Figure 1. Register map, names as in the netlist (run 1).
Scale bar: 100 microns. Other sequential cells in the stronger gray, the rest of the logic in the fainter gray.
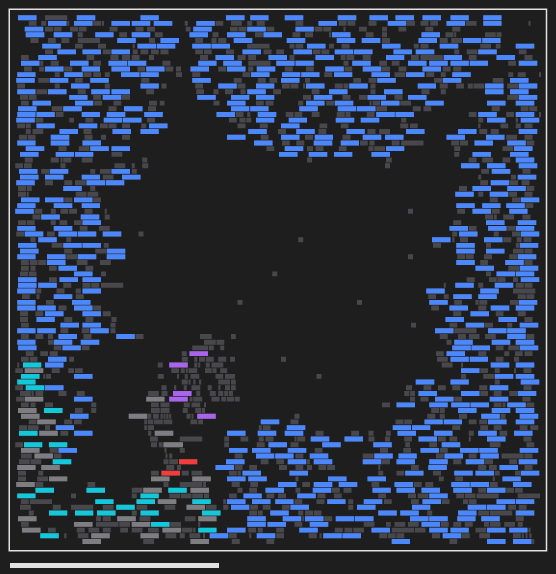
Figure 2. I/O nets highlighted (run 1).
Scale bar: 100 microns.
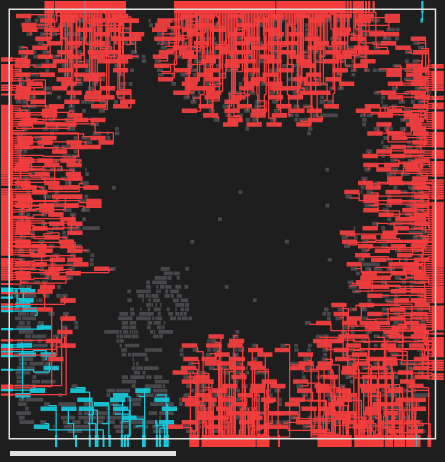
Figure 3. A small window of the routed layout (run 1).
Scale bar: 10 microns. Region (52, 52) to (77, 77) microns. Cells in gray, sequential cells in the stronger gray; small squares are vias.
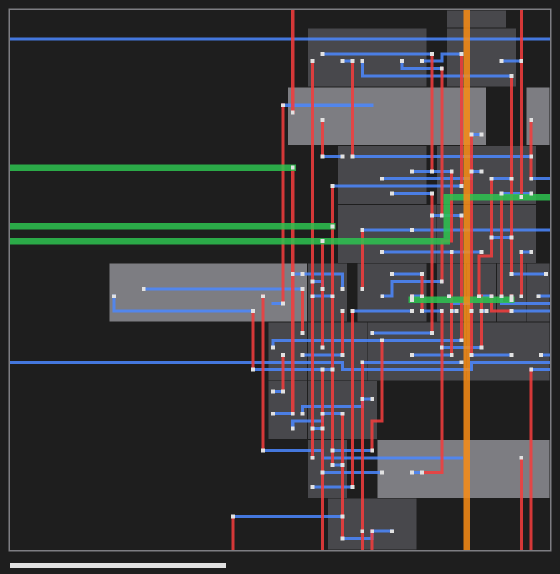
==> config.mk <==
export PLATFORM = sky130hd
export DESIGN_NAME = cache_line_refill
export DESIGN_NICKNAME = d
export VERILOG_FILES = /design/src/rtl/cache_line_refill_pkg.sv /design/src/rtl/cache_line_refill_line_beat_assembler.sv /design/src/rtl/cache_line_refill.sv
export SDC_FILE = /design/constraint.sdc
export NUM_CORES = 1
export LEC_CHECK = 0
export CAP_MARGIN = 10
export CORE_AREA = 2 2 254 256
export CTS_BUF_LIST = sky130_fd_sc_hd__clkbuf_4
export CTS_CLUSTER_DIAMETER = 30
export CTS_CLUSTER_SIZE = 14
export DETAILED_ROUTE_END_ITERATION = 10
export DIE_AREA = 0 0 256 258
export DONT_BUFFER_PORTS = 1
export HOLD_SLACK_MARGIN = 0.05
export PLACE_DENSITY = 0.56
export SETUP_SLACK_MARGIN = 0.5
export SLEW_MARGIN = 20
export SYNTH_ARGS = -nofsm -noshare
export SYNTH_HDL_FRONTEND = slang
export SYNTH_HIERARCHICAL = 1
export SYNTH_SLANG_ARGS = --single-unit
==> constraint.sdc <==
create_clock -name clk -period 25.7 [get_ports clk]
set_input_delay 5.14 -clock clk [delete_from_list [all_inputs] [get_ports clk]]
set_output_delay 5.14 -clock clk [all_outputs]
set_load 0.005 [all_outputs]
==> results_slide.txt, run 1 <==
Key Metrics from the Run

Outcome
  • Status: finished clean

GRT
  • First-pass GRT wire length: 89.5 mm
  • Number of global-route vias before repair: about 13k
  • GRT Total Usage: about 18%
  • Met3 GRT Util: under 10%
  • Initial antenna violation count: 3

Synth
  • Top cell area share: roughly 64%
  • Fa+ha+maj area frac: less than 1%
  • Syn avg cell area: ~17 sq um
  • Post-synth regs: approximately 580
  • Simple Share, Synth: around 1.4%
  • Top comb family, area: multiplexers
  • Yosys top cell by area: dfrtp_1
  • Syn Std Cell Area: 22,500 sq um
  • Top post-synthesis cells by count: dfrtp_1 (577), mux2_2 (459), mux2_4 (88), buf_4 (44), clkbuf_1 (32)
  • Mux share: a little under a third
  • Synth unique cells: around 40
  • Biggest area cells: dfrtp_1 (64%), mux2_2 (23%), mux2_4 (5.9%)

Final layout
  • Register Area: roughly 14,000 sq um
  • Mi-comb count: 654
  • Multi-input gate area: approximately 7400 sq um
  • Combinational share of cell area: between 20% and 30%
  • Design Area, Final: 25,100 sq um
  • Max reg flops: between 500 and 600
  • Inverters: 10

Critical path
  • WP buf/inv: 4
  • Type of origin of the critical path: primary input
  • Crit path cell chain: inv_8 > buf_4 > buf_4 > buf_4
  • Crit-path max cell delay: roughly 0.90 ns
  • Worst Setup Path Type: in -> async
  • Slowest cell on crit path: buf_4
  • Crit. End Element: async pin

Power and ir drop
  • P_sw: 0.000632 W
  • Combinational cell power: between 0.0002 and 0.0003 W
  • Sequential power: between 0.001 and 0.0015 W
  • Combinational Power Share: between 10% and 20%
  • Internal power: about 0.0017 W
  • Clock share of power: 36.8%
  • Max VDD drop: approximately 0.049 mV
  • Sw Ratio: 27.6%

CTS
  • Number of H-tree levels: 3
  • CTS Hold Bufs: 0
  • Clock slew seen by the registers of the worst setup and hold paths: 0.08 ns

Die
  • Die height: roughly 260 microns
  • Die footprint: 66,000 sq um
  • Tap Count: roughly 860

Route
  • DRC: 0
  • Post-route ant nets: 0
  • Routed wire per std cell: 26.2 microns
  • DRT met1 WL: ~24 mm
  • DR iter-0 viols: just under 500
  • Wire length on met2: 30.0 mm
  • Vias/cell: 4.95

Final timing
  • Pins Over Slew Limit: 0
  • Final setup violation count: 0
  • Max Clock Skew: between 0.05 and 0.06 ns
  • RSZ-0062 raised after global routing: false
  • Min Tclk post-route: approximately 7.5 ns

Placed design
  • Hpwl dp: 41.6 mm

Worst hold path
  • Hold path depth: 1
-- Figure 1 (at the start) --
Cyan marks fill_address, flops 26, where south-west. Blue marks u_assembler/line_data, flops 512, where widely spread. Red marks victim_r, flops 2. Purple marks u_assembler/beat_count_r, flops 5.
Another 33 sequential cells are not colored.
Seq area share: 57.6%
final core area utilization: 39.4%

-- Figure 2 (at the start) --
Cyan marks fill_address, bits 32, direction output, edge 18 south, 12 west, 2 north, end cells 32, buffers 0, wire 757 microns. Red marks fill_data, bits 512, direction output, edge 174 north, 125 east, 113 south, 100 west, end cells 512, buffers 0, wire 19,000 microns.
I/O Buffers: 0
IO Count: 655

-- Figure 3 (at the start) --
Orange marks met4. Green marks met3. Red marks met2. Blue marks met1.
Most frequent: ha_1 (5), inv_1 (3), dfrtp_1 (3). Sequential cells in the window: 3. 23 logic cells have their middle in the window.

## Run 2: what changed since run 1
Clock period 25.7 ns to 6.9 ns, I/O delays scaled along.
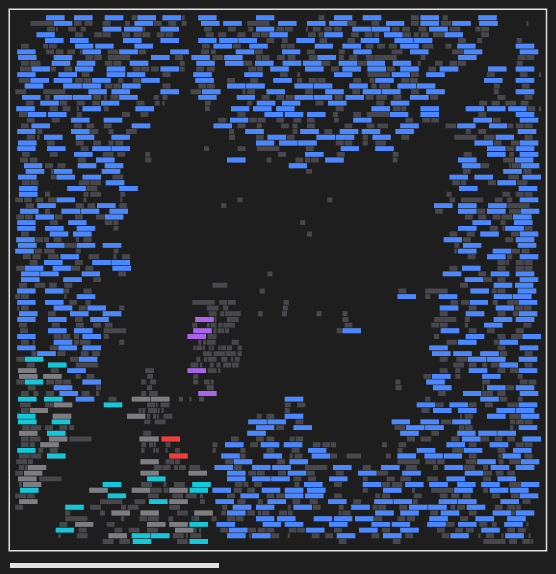
Figure 4: run 2, register map, names as in the netlist.
Scale bar: 100 microns. Other sequential cells in the stronger gray, the rest of the logic in the fainter gray.
Blue marks u_assembler/line_data, flops 512, where widely spread. Purple marks u_assembler/beat_count_r, flops 5. Cyan marks fill_address, flops 26, where south-west. Red marks victim_r, flops 2.
Seq area share: 57.1%
sequential power: 0.00446 W
final core area utilization: 39.8%
Register Area: 14,500 sq um

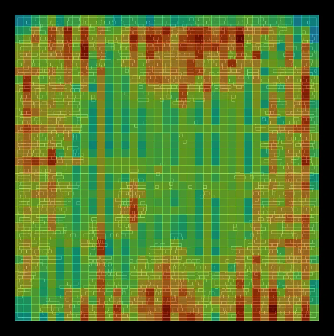
Figure 5: run 2, routing congestion map.
grt met1 use: 21.6%
met2 Use GR: 30.8%
GR peak layer: met2

==> results_slide.txt, run 2 <==
Key Metrics from the Run

Outcome
  • Status: finished clean

GRT
  • GRT Total Usage: roughly a fifth
  • Met3 GRT Util: slightly below 8%
  • Number of global-route vias before repair: approximately 13k

Die
  • Die footprint: 66,000 sq um
  • Die height: 258 microns
  • IO Count: 655

Power and ir drop
  • Combinational Power Share: 10.7%
  • Clock share of power: approximately two fifths
  • Combinational cell power: 0.000939 W
  • Max VDD drop: ~0.21 mV
  • Sw Ratio: roughly 28%
  • P_sw: 0.00242 W

Synth
  • Top cell area share: about 64%
  • Top post-synthesis cells by count: dfrtp_1 (577), mux2_2 (459), mux2_4 (88), buf_4 (44), clkbuf_1 (32)
  • Mux share: between 30% and 40%
  • Yosys top cell by area: dfrtp_1
  • Biggest area cells: dfrtp_1 (64%), mux2_2 (23%), mux2_4 (5.9%)
  • Top comb family, area: multiplexers
  • Post-synth regs: ~580
  • Fa+ha+maj area frac: less than 1%
  • Simple Share, Synth: 1.36%

Final timing
  • Max Clock Skew: between 0.07 and 0.08 ns
  • Final setup violation count: 0
  • Pins Over Slew Limit: 0

Critical path
  • Slowest cell on crit path: nor3_4
  • Crit. End Element: register
  • WP buf/inv: 2
  • Crit path cell chain: inv_1 > ha_1 > nand4_1 > nor3_4 > buf_4 > mux2_2

Route
  • DRT met1 WL: about 24 mm
  • Vias/cell: 4.94
  • DR iter-0 viols: roughly 640
  • Wire length on met2: roughly 31 mm

CTS
  • Number of H-tree levels: 3
  • CTS Hold Bufs: 0
  • Clock slew seen by the registers of the worst setup and hold paths: about 0.090 ns

Final layout
  • Inverters: 10
  • Multi-input gate area: approximately 7400 sq um
  • Design Area, Final: approximately 25,000 sq um

Placed design
  • Hpwl dp: 42.3 mm
  • I/O Buffers: 0
Power is estimated from default activity; no workload was simulated.
